`src/rtl/rtsnoc_local_port_buffer.sv`:
```
// Buffer between the RTSNoC Wishbone slave NoC-side port and the router local port.
// TX/RX FIFOs with paced single-cycle router strobes, fill levels and a sticky overflow flag.
module rtsnoc_local_port_buffer #(
   parameter int SOC_SIZE_X     = 1,
   parameter int SOC_SIZE_Y     = 1,
   parameter int NOC_DATA_WIDTH = 32,
   parameter int TX_DEPTH_LOG2  = 2,
   parameter int RX_DEPTH_LOG2  = 2,
   localparam int BUS = NOC_DATA_WIDTH + 2*SOC_SIZE_X + 2*SOC_SIZE_Y + 6
) (
   input  logic                     clk_i,
   input  logic                     rst_n_i,
   input  logic [BUS-1:0]           s_din_i,
   input  logic                     s_wr_i,
   output logic                     s_wait_o,
   output logic [BUS-1:0]           s_dout_o,
   output logic                     s_nd_o,
   input  logic                     s_rd_i,
   output logic [BUS-1:0]           r_din_o,
   output logic                     r_wr_o,
   input  logic                     r_wait_i,
   input  logic [BUS-1:0]           r_dout_i,
   input  logic                     r_nd_i,
   output logic                     r_rd_o,
   output logic [TX_DEPTH_LOG2:0]   tx_level_o,
   output logic [RX_DEPTH_LOG2:0]   rx_level_o,
   output logic                     tx_ovf_o,
   input  logic                     ovf_clr_i
);

   localparam int TX_DEPTH = 2**TX_DEPTH_LOG2;
   localparam int RX_DEPTH = 2**RX_DEPTH_LOG2;
   localparam logic [TX_DEPTH_LOG2:0] TX_FULL_LVL = (TX_DEPTH_LOG2+1)'(TX_DEPTH);
   localparam logic [RX_DEPTH_LOG2:0] RX_FULL_LVL = (RX_DEPTH_LOG2+1)'(RX_DEPTH);
   localparam logic [TX_DEPTH_LOG2:0] TX_ONE      = (TX_DEPTH_LOG2+1)'(1);
   localparam logic [RX_DEPTH_LOG2:0] RX_ONE      = (RX_DEPTH_LOG2+1)'(1);

   localparam logic [1:0] T_IDLE = 2'd0;
   localparam logic [1:0] T_SEND = 2'd1;
   localparam logic [1:0] T_HOLD = 2'd2;
   localparam logic [1:0] R_IDLE = 2'd0;
   localparam logic [1:0] R_ACK  = 2'd1;
   localparam logic [1:0] R_GAP  = 2'd2;

   logic [BUS-1:0]           tx_mem_r [TX_DEPTH];
   logic [TX_DEPTH_LOG2-1:0] tx_wr_ptr_r;
   logic [TX_DEPTH_LOG2-1:0] tx_rd_ptr_r;
   logic [TX_DEPTH_LOG2:0]   tx_level_r;
   logic                     tx_ovf_r;
   logic [1:0]               tx_state_r;
   logic [BUS-1:0]           r_din_r;
   logic                     r_wr_r;
   logic                     tx_full_s;
   logic                     tx_empty_s;
   logic                     tx_push_s;
   logic                     tx_pop_s;

   logic [BUS-1:0]           rx_mem_r [RX_DEPTH];
   logic [RX_DEPTH_LOG2-1:0] rx_wr_ptr_r;
   logic [RX_DEPTH_LOG2-1:0] rx_rd_ptr_r;
   logic [RX_DEPTH_LOG2:0]   rx_level_r;
   logic [1:0]               rx_state_r;
   logic                     r_rd_r;
   logic                     rx_full_s;
   logic                     rx_empty_s;
   logic                     rx_push_s;
   logic                     rx_pop_s;
   logic [BUS-1:0]           s_dout_s;

   // TX FIFO status and handshake decode; r_wait_i only matters while idle
   always_comb begin
      tx_full_s  = (tx_level_r == TX_FULL_LVL);
      tx_empty_s = (tx_level_r == {(TX_DEPTH_LOG2+1){1'b0}});
      tx_push_s  = s_wr_i && !tx_full_s;
      tx_pop_s   = (tx_state_r == T_IDLE) && !tx_empty_s && !r_wait_i;
   end

   // TX storage
   always_ff @(posedge clk_i) begin
      if (tx_push_s) begin
         tx_mem_r[tx_wr_ptr_r] <= s_din_i;
      end
   end

   // TX pointers, level and sticky overflow (a new overflow beats a clear)
   always_ff @(posedge clk_i or negedge rst_n_i) begin
      if (!rst_n_i) begin
         tx_wr_ptr_r <= {TX_DEPTH_LOG2{1'b0}};
         tx_rd_ptr_r <= {TX_DEPTH_LOG2{1'b0}};
         tx_level_r  <= {(TX_DEPTH_LOG2+1){1'b0}};
         tx_ovf_r    <= 1'b0;
      end else begin
         if (tx_push_s) tx_wr_ptr_r <= tx_wr_ptr_r + {{(TX_DEPTH_LOG2-1){1'b0}}, 1'b1};
         if (tx_pop_s)  tx_rd_ptr_r <= tx_rd_ptr_r + {{(TX_DEPTH_LOG2-1){1'b0}}, 1'b1};
         case ({tx_push_s, tx_pop_s})
            2'b10:   tx_level_r <= tx_level_r + TX_ONE;
            2'b01:   tx_level_r <= tx_level_r - TX_ONE;
            default: tx_level_r <= tx_level_r;
         endcase
         if (s_wr_i && tx_full_s) begin
            tx_ovf_r <= 1'b1;
         end else if (ovf_clr_i) begin
            tx_ovf_r <= 1'b0;
         end
      end
   end

   // TX pacing FSM: load, one-cycle write strobe, guard cycle
   always_ff @(posedge clk_i or negedge rst_n_i) begin
      if (!rst_n_i) begin
         tx_state_r <= T_IDLE;
         r_din_r    <= {BUS{1'b0}};
         r_wr_r     <= 1'b0;
      end else begin
         case (tx_state_r)
            T_IDLE: begin
               if (tx_pop_s) begin
                  r_din_r    <= tx_mem_r[tx_rd_ptr_r];
                  r_wr_r     <= 1'b1;
                  tx_state_r <= T_SEND;
               end
            end
            T_SEND: begin
               r_wr_r     <= 1'b0;
               tx_state_r <= T_HOLD;
            end
            T_HOLD: begin
               tx_state_r <= T_IDLE;
            end
            default: begin
               r_wr_r     <= 1'b0;
               tx_state_r <= T_IDLE;
            end
         endcase
      end
   end

   // RX FIFO status, handshake decode and zero-masked head
   always_comb begin
      rx_full_s  = (rx_level_r == RX_FULL_LVL);
      rx_empty_s = (rx_level_r == {(RX_DEPTH_LOG2+1){1'b0}});
      rx_push_s  = (rx_state_r == R_IDLE) && r_nd_i && !rx_full_s;
      rx_pop_s   = s_rd_i && !rx_empty_s;
      if (!rx_empty_s) begin
         s_dout_s = rx_mem_r[rx_rd_ptr_r];
      end else begin
         s_dout_s = {BUS{1'b0}};
      end
   end

   // RX storage
   always_ff @(posedge clk_i) begin
      if (rx_push_s) begin
         rx_mem_r[rx_wr_ptr_r] <= r_dout_i;
      end
   end

   // RX pointers and level
   always_ff @(posedge clk_i or negedge rst_n_i) begin
      if (!rst_n_i) begin
         rx_wr_ptr_r <= {RX_DEPTH_LOG2{1'b0}};
         rx_rd_ptr_r <= {RX_DEPTH_LOG2{1'b0}};
         rx_level_r  <= {(RX_DEPTH_LOG2+1){1'b0}};
      end else begin
         if (rx_push_s) rx_wr_ptr_r <= rx_wr_ptr_r + {{(RX_DEPTH_LOG2-1){1'b0}}, 1'b1};
         if (rx_pop_s)  rx_rd_ptr_r <= rx_rd_ptr_r + {{(RX_DEPTH_LOG2-1){1'b0}}, 1'b1};
         case ({rx_push_s, rx_pop_s})
            2'b10:   rx_level_r <= rx_level_r + RX_ONE;
            2'b01:   rx_level_r <= rx_level_r - RX_ONE;
            default: rx_level_r <= rx_level_r;
         endcase
      end
   end

   // RX pacing FSM: capture, one-cycle read strobe, guard cycle for r_nd_i to settle
   always_ff @(posedge clk_i or negedge rst_n_i) begin
      if (!rst_n_i) begin
         rx_state_r <= R_IDLE;
         r_rd_r     <= 1'b0;
      end else begin
         case (rx_state_r)
            R_IDLE: begin
               if (rx_push_s) begin
                  r_rd_r     <= 1'b1;
                  rx_state_r <= R_ACK;
               end
            end
            R_ACK: begin
               r_rd_r     <= 1'b0;
               rx_state_r <= R_GAP;
            end
            R_GAP: begin
               rx_state_r <= R_IDLE;
            end
            default: begin
               r_rd_r     <= 1'b0;
               rx_state_r <= R_IDLE;
            end
         endcase
      end
   end

   assign s_wait_o   = tx_full_s;
   assign s_nd_o     = !rx_empty_s;
   assign s_dout_o   = s_dout_s;
   assign r_din_o    = r_din_r;
   assign r_wr_o     = r_wr_r;
   assign r_rd_o     = r_rd_r;
   assign tx_level_o = tx_level_r;
   assign rx_level_o = rx_level_r;
   assign tx_ovf_o   = tx_ovf_r;

endmodule

```
`config.mk`:
```
export PLATFORM = sky130hd
export DESIGN_NAME = rtsnoc_local_port_buffer
export DESIGN_NICKNAME = d
export VERILOG_FILES = /design/src/rtl/rtsnoc_local_port_buffer.sv
export SDC_FILE = /design/constraint.sdc
export NUM_CORES = 1
export LEC_CHECK = 0
export CORE_ASPECT_RATIO = 0.75
export CORE_UTILIZATION = 60
export CTS_CLUSTER_SIZE = 16
export DETAILED_ROUTE_END_ITERATION = 10
export PLACE_DENSITY = 0.87
export SYNTH_ARGS = -nofsm -noshare
export SYNTH_HDL_FRONTEND = slang
export SYNTH_SLANG_ARGS = --single-unit
```
`constraint.sdc`:
```
create_clock -name clk_i -period 5 [get_ports clk_i]
set_input_delay 1 -clock clk_i [delete_from_list [all_inputs] [get_ports clk_i]]
set_output_delay 1 -clock clk_i [all_outputs]
set_load 0.02 [all_outputs]
```
Run 1, routed clock nets over the placement:
Drawn at 2 px/µm.
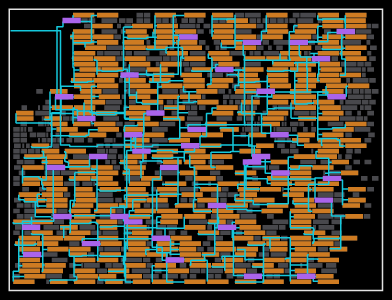
[purple] clock-net drivers | count: 38
[cyan] clock wires | length: 4120 µm
[orange] flip-flops | count: 399
flops lie: widely spread
clk pwr: 0.00279 W
clock skew: 0.0134 ns

Run 1, wiring by layer:
Drawn at 2 px/µm.
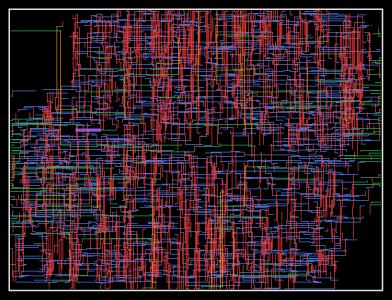
[orange] M4 | wire length: 697 µm
[green] M3 | wire length: 1650 µm
[purple] M5 | wire length: 11.0 µm
[blue] M1 | wire length: 11800 µm
[red] M2 | wire length: 14600 µm
Avg WL per Cell: 23.2 µm
final wirelength: 28.8 mm
GRT Total Usage: 0.231
DR vias: 7074

==> qor.yml, run 1 <==
power_frac_clock: 0.234
worst_pin_slew_ns: 1.14
max-cap-violations: 0
power_w: 0.0119
power.internal_w: 0.00828
ys_cells: 669
warnings: 32
dpl.cell_count: 1172
crit_path_max_incr_delay_ns: 0.83
outcome: "finished clean"
chip_area_um2: 26000
p_leak_nw: 6.42
worstHoldEndpoint: "tx_state_r[1]$_DFFE_PN0P_"
fp_util: 0.611
hold_viol: 0
fill_cells: 1396
netlist_area_um2: 15200
p_seq_w: 0.00495
arrival_ns: 2.92
area_growth_syn_to_layout_pct: 22.2
crit_fanout: 23
critPathLaunchType: "flip-flop"
place.gp.congestion: 0.761
io_pins: 186
ys_sh_aoi: 0.00304
min_period_ns: 3.92
Run 1, track usage over the die:
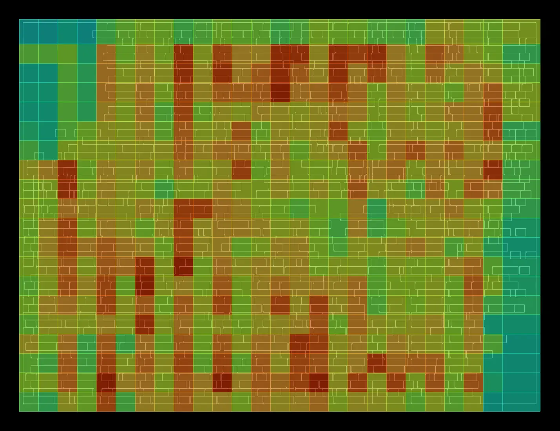
final core utilization: 0.747
GR Layer Usage met1: 0.314

run 1: synth_stat cells (3+ instances only):
| library cell | n | area share |
|---|---|---|
| nor2_1 | 4 | 0.00099 |
| nor2b_1 | 3 | 0.0012 |
| ha_1 | 10 | 0.0082 |
| dfrtp_1 | 63 | 0.10 |
| buf_6 | 12 | 0.0089 |
| buf_4 | 3 | 0.0015 |
| edfxtp_1 | 336 | 0.66 |
| inv_1 | 15 | 0.0037 |
| mux2_4 | 37 | 0.036 |
| mux2_2 | 7 | 0.0052 |
| xnor2_1 | 5 | 0.0029 |
| mux4_1 | 4 | 0.0069 |
| and2_1 | 51 | 0.021 |
| clkbuf_1 | 12 | 0.0030 |
| buf_2 | 3 | 0.00099 |
| xor2_1 | 7 | 0.0040 |
| mux4_2 | 80 | 0.12 |
run 1: state kept, by name (all words and copies together), names as in the netlist, 2 cells and up:
register,cells
tx_mem_r,168
tx_level_o,3
r_din_o,42
tx_wr_ptr_r,2
rx_state_r,2
rx_rd_ptr_r,2
tx_rd_ptr_r,2
rx_wr_ptr_r,2
rx_level_o,3
tx_state_r,2
rx_mem_r,168
run 1: worst max path at each step:
stage	start	end	slack (ns)	depth (start not counted)
after floorplan	r_nd_i	rx_mem_r[0][0]$_DFFE_PP_	1.91	3
after global placement	r_nd_i	rx_mem_r[0][31]$_DFFE_PP_	1.45	4
after detailed placement	r_nd_i	rx_mem_r[1][31]$_DFFE_PP_	1.42	4
after CTS	rx_rd_ptr_r[0]$_DFFE_PN0P_	s_dout_o[41]	0.99	4
after global routing	rx_rd_ptr_r[0]$_DFFE_PN0P_	s_dout_o[41]	0.87	4
final	rx_rd_ptr_r[0]$_DFFE_PN0P_	s_dout_o[16]	1.08	4
==> run 2, diff against run 1 <==
- CORE_UTILIZATION: 60 -> 50
- PLACE_DENSITY: 0.87 -> 0.78
- clock period: 5 -> 3.6 ns (I/O delays scaled with it)
==> run 2 against run 1 <==
Sequential power is 36% higher. Core utilization decreased by 11 points. Wire length decreased by 1.9%. Synthesized cell count unchanged. Critical path depth unchanged. Critical path type unchanged. Largest cell class unchanged. Highest routed layer is now met4. Final area rose by 1.6%. Via count fell by 1.6%.
==> qor.yml, run 2 <==
dpl.cell_count: 1236
ys_sh_aoi: 0.00304
num_vias: 6964
arrival_ns: 2.57
power.internal_w: 0.0117
utilization: 0.640
grt_first_pass_wirelength_mm: 44.6
critPathLaunchType: "flip-flop"
outcome: "finished clean"
place.gp.congestion: 0.737
max-cap-violations: 0
wl_per_cell_um: 21.6
fill_cells: 1962
power_w: 0.0167
cp_slowest_cell: "mux4_2"
warnings: 32
p_leak_nw: 6.53
area_growth_syn_to_layout_pct: 24.2
grt-ovfl-total: 0
p_seq_w: 0.00671
power_frac_clock: 0.236
worstSetupPathType: "reg2out"
worst_pin_slew_ns: 0.949
dpl_cell_area_um2: 17600
gr-usage-all-layers: 0.189
common_cells: "edfxtp_1, mux4_2, dfrtp_1"
die-width_um: 203
most_common_cell: "edfxtp_1"
period_used_share: 0.915
hold_viol: 0
clk_latency_ns: 0.53
post-synth-top-area-cell: "edfxtp_1"
ys_cells: 669
io_pins: 186
crit_fanout: 23
core_area_um2: 29500
top_cells_by_area: "edfxtp_1, mux4_2, dfrtp_1, mux2_4, and2_1"
fp_util: 0.516
wl_mm: 28.3
p_clk_w: 0.00394
synth.top_cell.area_share: 0.663
netlist_area_um2: 15200
clock_skew_ns: 0.0143
min_period_ns: 3.29
crit_path_max_incr_delay_ns: 0.55
## run 2: cell counts after synthesis
Identical to the previous run, type by type.
## run 2: critical path: cells and delay by family (launching register included)
kind | cells | cell delay, ns
flops | 1 | 0.35
simple gates | 1 | 0.20
buf+inv | 2 | 0.94
mux | 1 | 0.55
## run 2: worst paths after layout
path | start | to | slack [ns] | depth (start not counted)
max in group asynchronous | rst_n_i | tx_rd_ptr_r[0]$_DFFE_PN0P_ | 2.59 | 1
hold / removal | rst_n_i | r_din_o[15]$_DFFE_PN0P_ | 0.33 | 1
setup reg to reg | rx_level_o[1]$_DFFE_PN0P_ | rx_level_o[2]$_DFFE_PN0P_ | 1.42 | 9
setup / recovery | rx_rd_ptr_r[0]$_DFFE_PN0P_ | s_dout_o[16] | 0.31 | 4
hold reg to reg | tx_state_r[1]$_DFFE_PN0P_ | tx_state_r[1]$_DFFE_PN0P_ | 0.43 | 1
min in group clk_i | tx_state_r[1]$_DFFE_PN0P_ | tx_state_r[1]$_DFFE_PN0P_ | 0.43 | 1
## run 2: routing by layer
layer | share of wire | wire, µm | GRT usage | up-vias
met5 | 0 | 0 | 0 | -
met4 | 0.018 | 497 | 0.0498 | 0
met3 | 0.052 | 1480 | 0.0399 | 37
met2 | 0.49 | 13800 | 0.300 | 178
met1 | 0.44 | 12500 | 0.268 | 3643
li1 | - | - | - | 3106
## run 2: final cells by class
cell class              instances  share of cell area
inverters                      15             0.00298
clock buffers                  57              0.0611
flip-flops and latches        399               0.617
clock inverters                12             0.00582
diodes                          1            0.000132
repair buffers                205               0.112
multi-input cells             225               0.174
well taps                     392              0.0259
Run 2, placed cells, one colour a class:
Drawn at 2 px/µm. Fill, decap, tap and diode cells in grey.
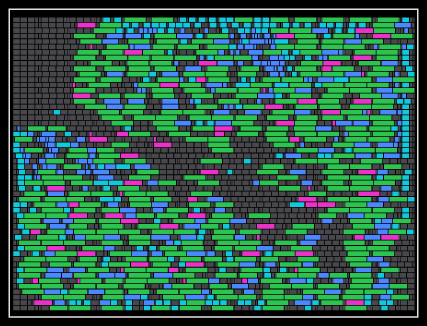
[magenta] clock drivers and dummy loads | cells: 69
[blue] remaining logic cells | cells: 240
[green] registers | cells: 399
[cyan] remaining buffers and delay cells | cells: 205

==> run 3, diff against run 2 <==
- CORE_UTILIZATION: 50 -> 48
- PLACE_DENSITY: 0.78 -> 0.7
Run 3, routed clock nets over the placement:
Drawn at 2 px/µm.
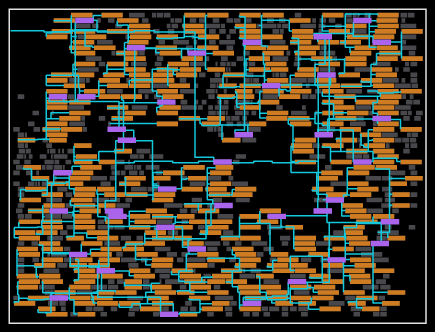
[orange] flip-flops | count: 399
[cyan] clock wires | length: 4420 µm
[purple] clock-net drivers | count: 39
routed clock nets: 40

==> run 3 against run 2 <==
Clock power grew 2%. Sequential power about the same. Combinational power fell by 1%. Hold slack worse by 0.017 ns. Clock-buffer cell count fell by 4. Synthesized cell count stayed put. Flip-flop count stayed put. Die size is 4.1% higher. Clock skew grew 0.010 ns. First-iteration DRC count decreased by 7.4%.
==> qor.yml, run 3 <==
min_period_ns: 3.31
layout.nonclk_buf_frac: 0.111
post-synth-top-area-cell: "edfxtp_1"
netlist_area_um2: 15200
warnings: 32
common_cells: "edfxtp_1, mux4_2, dfrtp_1"
p_clk_w: 0.00401
seq_cell_count: 399
grt-ovfl-total: 0
clkCellAreaFrac: 0.0673
seq_share: 0.617
worstSetupPathType: "reg2out"
clk_latency_ns: 0.53
gr-usage-all-layers: 0.175
top_layer: "met4"
core_area_um2: 31300
cp_top_family: "buffers and inverters"
wl_met1_mm: 12.9
worst_pin_slew_ns: 0.929
sh_comb_area: 0.174
inv_count: 15
outcome: "finished clean"
wl_mm: 27.8
power_w: 0.0167
io_pins: 186
utilization: 0.605
met2_length_mm: 13.0
power.internal_w: 0.0117
most_common_cell: "edfxtp_1"
==> run 3: cell types whose count changed in the layout (fill, tap and decap cells not counted) <==
cell / delta
bufinv_16: +2
clkinvlp_4: -1
clkbuf_8: -6
clkinv_2: +3
clkbuf_16: +1
clkinv_8: -1
clkinv_1: +3
buf_12: -2
clkbuf_1: +1
buf_4: +3
==> run 3: path summary, 6_finish.rpt <==
check | depth (start not counted) | to | start | slack [ns]
setup reg to reg | 9 | rx_level_o[2]$_DFFE_PN0P_ | rx_level_o[2]$_DFFE_PN0P_ | 1.39
max in group asynchronous | 1 | tx_rd_ptr_r[0]$_DFFE_PN0P_ | rst_n_i | 2.60
min in group clk_i | 1 | tx_state_r[1]$_DFFE_PN0P_ | tx_state_r[1]$_DFFE_PN0P_ | 0.43
hold / removal | 1 | r_din_o[12]$_DFFE_PN0P_ | rst_n_i | 0.32
setup / recovery | 4 | s_dout_o[34] | rx_rd_ptr_r[1]$_DFFE_PN0P_ | 0.29
hold reg to reg | 1 | tx_state_r[1]$_DFFE_PN0P_ | tx_state_r[1]$_DFFE_PN0P_ | 0.43
==> run 3: stage by stage <==
stage | cells | area (µm²)
2_1_floorplan | 669 | 15200
3_3_place_gp | 1251 | 17600
3_5_place_dp | 1251 | 17600
4_1_cts | 1322 | 18900
5_1_grt | 1322 | 18900
6_report | 1323 | 18900
==> run 3: kinds of logic after synthesis <==
group           share of synthesized area
xor+xnor                          0.00691
flops                               0.766
mux                                 0.168
buf+inv                            0.0180
compound gates                    0.00304
fa+ha+maj                          0.0109
simple gates                       0.0271
==> run 3: per-layer routing <==
metal,GRT usage,up-vias
met5,0,-
met4,0.0501,0
met3,0.0433,38
met2,0.267,153
met1,0.254,3596
li1,-,3118
Power is estimated from default activity; no workload was simulated.
